Figure 1. Wiring by layer.
Drawn at 1.5 px/µm.
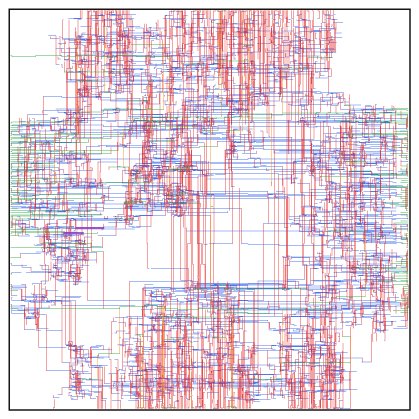
Figure 2. Metal 2.
Drawn at 1 px/µm.
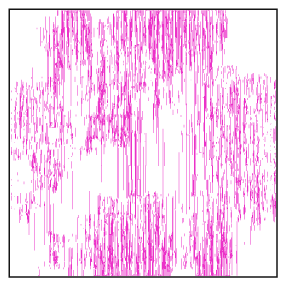
Figure 3. Metal 3.
Drawn at 1 px/µm.
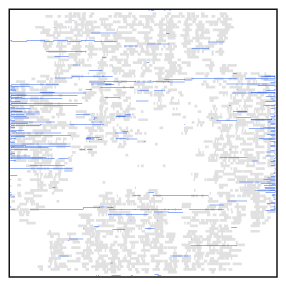
Figure 4. PDN straps and rails.
Drawn at 1.5 px/µm. Pins as bars on the die edge. Tap cells in gray.
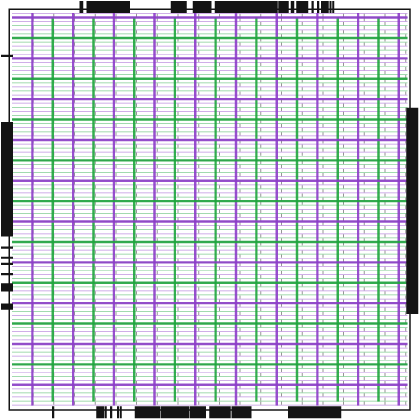
### config.mk
export PLATFORM = sky130hd
export DESIGN_NAME = nn_frame_feeder_flat
export DESIGN_NICKNAME = d
export VERILOG_FILES = /design/src/rtl/nn_frame_feeder_if.sv /design/src/rtl/nn_frame_feeder.sv /design/src/flat_wrapper.sv
export SDC_FILE = /design/constraint.sdc
export NUM_CORES = 1
export LEC_CHECK = 0
export CAP_MARGIN = 20
export CORE_UTILIZATION = 25
export CTS_CLUSTER_DIAMETER = 80
export DETAILED_ROUTE_END_ITERATION = 7
export HOLD_SLACK_MARGIN = 0.15
export PLACE_DENSITY = 0.5
export SLEW_MARGIN = 10
export SYNTH_ARGS = -nofsm -noshare
export SYNTH_HDL_FRONTEND = slang
export SYNTH_SLANG_ARGS = --single-unit
export TNS_END_PERCENT = 50
### constraint.sdc
create_clock -name clk -period 3.6 [get_ports clk]
set_clock_uncertainty 0.2 [all_clocks]
set_input_delay 0.54 -clock clk [delete_from_list [all_inputs] [get_ports clk]]
set_output_delay 0.54 -clock clk [all_outputs]
set_load 0.03 [all_outputs]
### src/rtl/nn_frame_feeder_if.sv
// nn_frame_feeder_if
// Groups the signals of the frame feeder's three handshakes into one bundle:
// the byte stream in, the classifier start/done exchange and the result
// stream back to the source.
//   slave  : the feeder side (drives s_ready, nn_valid, pixel_bus, r_*,
//            frame_err, frames_done)
//   master : the environment side (drives s_valid/s_data/s_last,
//            nn_done/nn_class, r_ready)
interface nn_frame_feeder_if #(
    parameter int NUM_BYTES = 48,
    parameter int CNT_W     = 16
);
    logic                     s_valid;
    logic                     s_ready;
    logic [7:0]               s_data;
    logic                     s_last;
    logic                     nn_valid;
    logic [8*NUM_BYTES-1:0]   pixel_bus;
    logic                     nn_done;
    logic [1:0]               nn_class;
    logic                     r_valid;
    logic                     r_ready;
    logic [1:0]               r_class;
    logic                     r_timeout;
    logic                     frame_err;
    logic [CNT_W-1:0]         frames_done;

    modport slave (
        input  s_valid, s_data, s_last, nn_done, nn_class, r_ready,
        output s_ready, nn_valid, pixel_bus, r_valid, r_class, r_timeout,
               frame_err, frames_done
    );

    modport master (
        output s_valid, s_data, s_last, nn_done, nn_class, r_ready,
        input  s_ready, nn_valid, pixel_bus, r_valid, r_class, r_timeout,
               frame_err, frames_done
    );
endinterface

### src/rtl/nn_frame_feeder.sv
// nn_frame_feeder
// Collects a NUM_BYTES uint8 frame from a valid/ready byte stream onto a flat
// pixel bus, starts the classifier with a one-cycle nn_valid pulse, holds the
// bus until nn_done (or a timeout) and hands the class back on a valid/ready
// result handshake.
//   clk   : rising-edge clock
//   rst_n : asynchronous active-low reset
//   bus   : nn_frame_feeder_if.slave (byte stream, classifier, result,
//           frame_err pulse, frames_done counter)
module nn_frame_feeder #(
    parameter int NUM_BYTES      = 48,
    parameter int TIMEOUT_CYCLES = 1024,
    parameter int CNT_W          = 16
) (
    input  logic               clk,
    input  logic               rst_n,
    nn_frame_feeder_if.slave   bus
);

    localparam int BC_W = (NUM_BYTES > 1) ? $clog2(NUM_BYTES) : 1;
    localparam int TC_W = $clog2(TIMEOUT_CYCLES);
    localparam logic [BC_W-1:0] LAST_SLOT = BC_W'(NUM_BYTES - 1);
    // The counter is compared before it increments, so hitting TIMEOUT_CYCLES-2
    // here means it would reach TIMEOUT_CYCLES-1 on this cycle.
    localparam logic [TC_W-1:0] TO_LAST   = TC_W'(TIMEOUT_CYCLES - 2);

    typedef enum logic [1:0] {
        FILL   = 2'd0,
        LAUNCH = 2'd1,
        WAIT   = 2'd2,
        REPORT = 2'd3
    } state_t;

    state_t                 state, state_nxt;
    logic [BC_W-1:0]        byte_cnt;
    logic [TC_W-1:0]        tcnt;
    logic                   drop;
    logic [8*NUM_BYTES-1:0] pix;
    logic [1:0]             r_class_q;
    logic                   r_timeout_q;
    logic                   frame_err_q;
    logic [CNT_W-1:0]       done_cnt;

    logic xfer;
    logic at_last;
    logic wait_timeout;

    always_comb begin
        xfer         = bus.s_valid && (state == FILL);
        at_last      = (byte_cnt == LAST_SLOT);
        wait_timeout = (tcnt == TO_LAST);
    end

    always_comb begin
        state_nxt = state;
        case (state)
            FILL:    if (xfer && !drop && bus.s_last && at_last) state_nxt = LAUNCH;
            LAUNCH:  state_nxt = WAIT;
            WAIT:    if (bus.nn_done || wait_timeout) state_nxt = REPORT;
            REPORT:  if (bus.r_ready) state_nxt = FILL;
            default: state_nxt = FILL;
        endcase
    end

    always_ff @(posedge clk or negedge rst_n) begin
        if (!rst_n) state <= FILL;
        else        state <= state_nxt;
    end

    always_ff @(posedge clk or negedge rst_n) begin
        if (!rst_n) begin
            byte_cnt    <= '0;
            tcnt        <= '0;
            drop        <= 1'b0;
            pix         <= '0;
            r_class_q   <= '0;
            r_timeout_q <= 1'b0;
            frame_err_q <= 1'b0;
            done_cnt    <= '0;
        end else begin
            frame_err_q <= 1'b0;
            case (state)
                FILL: begin
                    if (xfer) begin
                        if (drop) begin
                            // Discarding the tail of an over-long frame.
                            if (bus.s_last) drop <= 1'b0;
                        end else begin
                            pix[8*int'(byte_cnt) +: 8] <= bus.s_data;
                            if (bus.s_last) begin
                                byte_cnt <= '0;
                                if (!at_last) frame_err_q <= 1'b1;
                            end else if (at_last) begin
                                byte_cnt    <= '0;
                                frame_err_q <= 1'b1;
                                drop        <= 1'b1;
                            end else begin
                                byte_cnt <= byte_cnt + 1'b1;
                            end
                        end
                    end
                end
                LAUNCH: tcnt <= '0;
                WAIT: begin
                    if (bus.nn_done) begin
                        r_class_q   <= bus.nn_class;
                        r_timeout_q <= 1'b0;
                    end else if (wait_timeout) begin
                        r_class_q   <= 2'b11;
                        r_timeout_q <= 1'b1;
                    end else begin
                        tcnt <= tcnt + 1'b1;
                    end
                end
                REPORT: if (bus.r_ready) done_cnt <= done_cnt + 1'b1;
                default: ;
            endcase
        end
    end

    assign bus.s_ready     = (state == FILL);
    assign bus.nn_valid    = (state == LAUNCH);
    assign bus.r_valid     = (state == REPORT);
    assign bus.pixel_bus   = pix;
    assign bus.r_class     = r_class_q;
    assign bus.r_timeout   = r_timeout_q;
    assign bus.frame_err   = frame_err_q;
    assign bus.frames_done = done_cnt;

endmodule

### src/flat_wrapper.sv
// flat-port wrapper written by rule: the top's interface ports become plain ports
module nn_frame_feeder_flat 
#(
    parameter int NUM_BYTES      = 48,
    parameter int TIMEOUT_CYCLES = 1024,
    parameter int CNT_W          = 16
)
  (clk, rst_n, bus_s_valid, bus_s_data, bus_s_last, bus_nn_done, bus_nn_class, bus_r_ready, bus_s_ready, bus_nn_valid, bus_pixel_bus, bus_r_valid, bus_r_class, bus_r_timeout, bus_frame_err, bus_frames_done);
  nn_frame_feeder_if #(.NUM_BYTES(NUM_BYTES), .CNT_W(CNT_W)) bus_i ();
  input  logic clk;
  input  logic rst_n;
  input wire logic [$bits(bus_i.s_valid)-1:0] bus_s_valid;
  input wire logic [$bits(bus_i.s_data)-1:0] bus_s_data;
  input wire logic [$bits(bus_i.s_last)-1:0] bus_s_last;
  input wire logic [$bits(bus_i.nn_done)-1:0] bus_nn_done;
  input wire logic [$bits(bus_i.nn_class)-1:0] bus_nn_class;
  input wire logic [$bits(bus_i.r_ready)-1:0] bus_r_ready;
  output wire logic [$bits(bus_i.s_ready)-1:0] bus_s_ready;
  output wire logic [$bits(bus_i.nn_valid)-1:0] bus_nn_valid;
  output wire logic [$bits(bus_i.pixel_bus)-1:0] bus_pixel_bus;
  output wire logic [$bits(bus_i.r_valid)-1:0] bus_r_valid;
  output wire logic [$bits(bus_i.r_class)-1:0] bus_r_class;
  output wire logic [$bits(bus_i.r_timeout)-1:0] bus_r_timeout;
  output wire logic [$bits(bus_i.frame_err)-1:0] bus_frame_err;
  output wire logic [$bits(bus_i.frames_done)-1:0] bus_frames_done;
  assign bus_i.s_valid = bus_s_valid;
  assign bus_i.s_data = bus_s_data;
  assign bus_i.s_last = bus_s_last;
  assign bus_i.nn_done = bus_nn_done;
  assign bus_i.nn_class = bus_nn_class;
  assign bus_i.r_ready = bus_r_ready;
  assign bus_s_ready = bus_i.s_ready;
  assign bus_nn_valid = bus_i.nn_valid;
  assign bus_pixel_bus = bus_i.pixel_bus;
  assign bus_r_valid = bus_i.r_valid;
  assign bus_r_class = bus_i.r_class;
  assign bus_r_timeout = bus_i.r_timeout;
  assign bus_frame_err = bus_i.frame_err;
  assign bus_frames_done = bus_i.frames_done;
  nn_frame_feeder #(.NUM_BYTES(NUM_BYTES), .TIMEOUT_CYCLES(TIMEOUT_CYCLES), .CNT_W(CNT_W)) u_core (.clk(clk), .rst_n(rst_n), .bus(bus_i));
endmodule
==> results.ini <==
[outcome]
status = complete, no violations

[layout]
clkbuf_count = 72
buffers = 482
drive_above_1_share_pct = 19.8
logic_area_um2 = 6510
final_cell_mix = dfrtp_1, clkdlybuf4s50_1, nand2_1
comb_cells = 959
stdcell_count = 2915
diodes = 1
seq_share_pct = 42.7
design.seq.count = 423
nNetsFinal = 1969
largest_class = flip-flops and latches
post-route-util_pct = 36.0
layout_top_cell = dfrtp_1
clkCellAreaFrac_pct = 6.91
seq_area_um2 = 10600
n_all_inverters = 25
comb_share_pct = 26.3

[hold_path]
min_from = bus_s_data[7]
holdPathStages = 3
min_to = u_core.bus.pixel_bus[287]
hp-class = in2reg

[placed_design]
place_inst = 2819
portBuffers = 422
place_hpwl_um = 45800

[cts]
clockBufferDepth = 3
cts_setup_buffers = 0
cts_sinks = 423
cts_buffers = 51
cts_hold_repair.buffers = 1
cts_tree = yes
cts_resized = 0

[worst_setup_path]
path_max_fanout = 11
critPathLaunch = u_core.byte_cnt[2]
ff2ff_path_depth = 8
r2r_end = u_core.bus.pixel_bus[223]
crit_required_ps = 3880
crit_slowest_cell = or3_1
crit_type = reg2reg
crit_path_start_kind = register
arrival_ps = 3640
path_cells = nor4_1 > and2_1 > ha_1 > nand2_1 > mux2_2 > or3_1 > nor3_4 > mux2_2
critical-path-top-delay-family = simple AND/OR/NAND/NOR gates
r2r-start = u_core.byte_cnt[2]
critical-path-max-stage-delay_ps = 540
cp-end-kind = register
crit_buf_inv = 0

[yosys]
ys.warnings.count = 0
ys_types = 61
ys_top_logic_family = multiplexers
ys_seq_share_pct = 60.7
largest_area_cell = dfrtp_1
yosys.stat.chipArea_um2 = 17400
synth.top_cell.area_share_pct = 60.7
yosys_most_used_dff = dfrtp_1
synthAoiAreaFrac_pct = 7.13
ys_cells = 1476
post-synth-top-count-cell = dfrtp_1
syn_area_per_cell_um2 = 11.8
yosys-top-cells-area = dfrtp_1, mux2_2, nand2_1, o21ai_0, nand3_1
ys_sh_mux_pct = 14.1
syn_inst = 1476
ys_sh_adder_pct = 0.789
synthArstFlopShare_pct = 100
syn_area_um2 = 17400
fp_nets = 1503
edf_count = 0
ys_sh_xor_pct = 1.00
ys_sh_simple_pct = 14.1
synthTopCellsByCount = dfrtp_1, nand2_1, mux2_2, o21ai_0, clkbuf_1

[grt]
grt_usage_pct = 17.7
grt.busiest_layer = met2
grt_max_degree = 88
met1_usage_pct = 22.3
grt_pass1_wl_um = 93000
gr-total-overflow = 0
antenna_found_initial = 5

[floorplan]
floorplanUtilization_pct = 25.3
io-pin-count = 423
rows = 96
chipArea_um2 = 70800

[timing]
max_freq_mhz = 297
hold_viol_final = 0
worst_pin_slew_ps = 1040
fin_tns_setup_ps = 0
setup-violations-final = 0
drv_slew = 0
rsz0062_at_grt = false
slew_headroom_pct = 30.6

[drt]
route.top_layer_used = met5
wl_met2_um = 30900
dr.pass1.iters = 5
route.met3.wl_um = 3460
drc = 0
ant_nets = 0
vias_per_cell = 4.46
met1_length_um = 27000

[run]
warnings = 31
cap_violations = 0

[power_and_ir_drop]
report.power.total_w = 0.0162
power.density_nw_per_um2 = 652

Notes on Figure 1 above:
metal 5: in purple, wire length 29.4 µm. metal 1: in blue, wire length 27.0 mm. metal 2: in red, wire length 30.9 mm. metal 4: in orange, wire length 1530 µm. metal 3: in green, wire length 3460 µm.

Notes on Figure 2 above:
The wires run mostly vertical. 1728 nets have wire on it. The layer holds 49% of the routed length.
final wirelength: 62900 µm
via count: 13006
met2 Use GR: 29.9%

Notes on Figure 3 above:
The longest straight run is 75.0 µm. 216 nets have wire on it. The wires run mostly horizontal.
grt met3 use: 4.19%

Notes on Figure 4 above:
VDD: in green. VSS: in purple.
931 tap cells. The core has 96 rows. 423 signal pins sit on the boundary.
Worst VDD drop: 467 µV
Die H: 266 µm
Die Wd: 266 µm
core area: 68800 µm²

==> flip-flops by register name, summed over array words and instances, names as in the netlist <==
signal,count
u_core.bus.pixel_bus,384
u_core.bus.frames_done,16
u_core.tcnt,10
u_core.byte_cnt,6
u_core.bus.r_class,2
u_core.state,2
u_core.bus.frame_err,1
u_core.bus.r_timeout,1
u_core.drop,1
==> stage by stage <==
stage	cell area, µm²	worst slack (ps)	hold slack (ps)
global placement	23100	324	260
detailed placement	23100	264	260
global route	24800	8.44	179
floorplan	17400	324	44.4
finish	24800	237	207
CTS	24800	241	178
==> report_power, final <==
part / internal, W / switching, W / leakage (nW)
Clock: 0.00310 / 0.00214 / 0.848
Sequential: 0.00528 / 0.000354 / 5.78
Combinational: 0.00182 / 0.00346 / 4.38
No activity file was given, so power comes from the tool's default toggle rates.
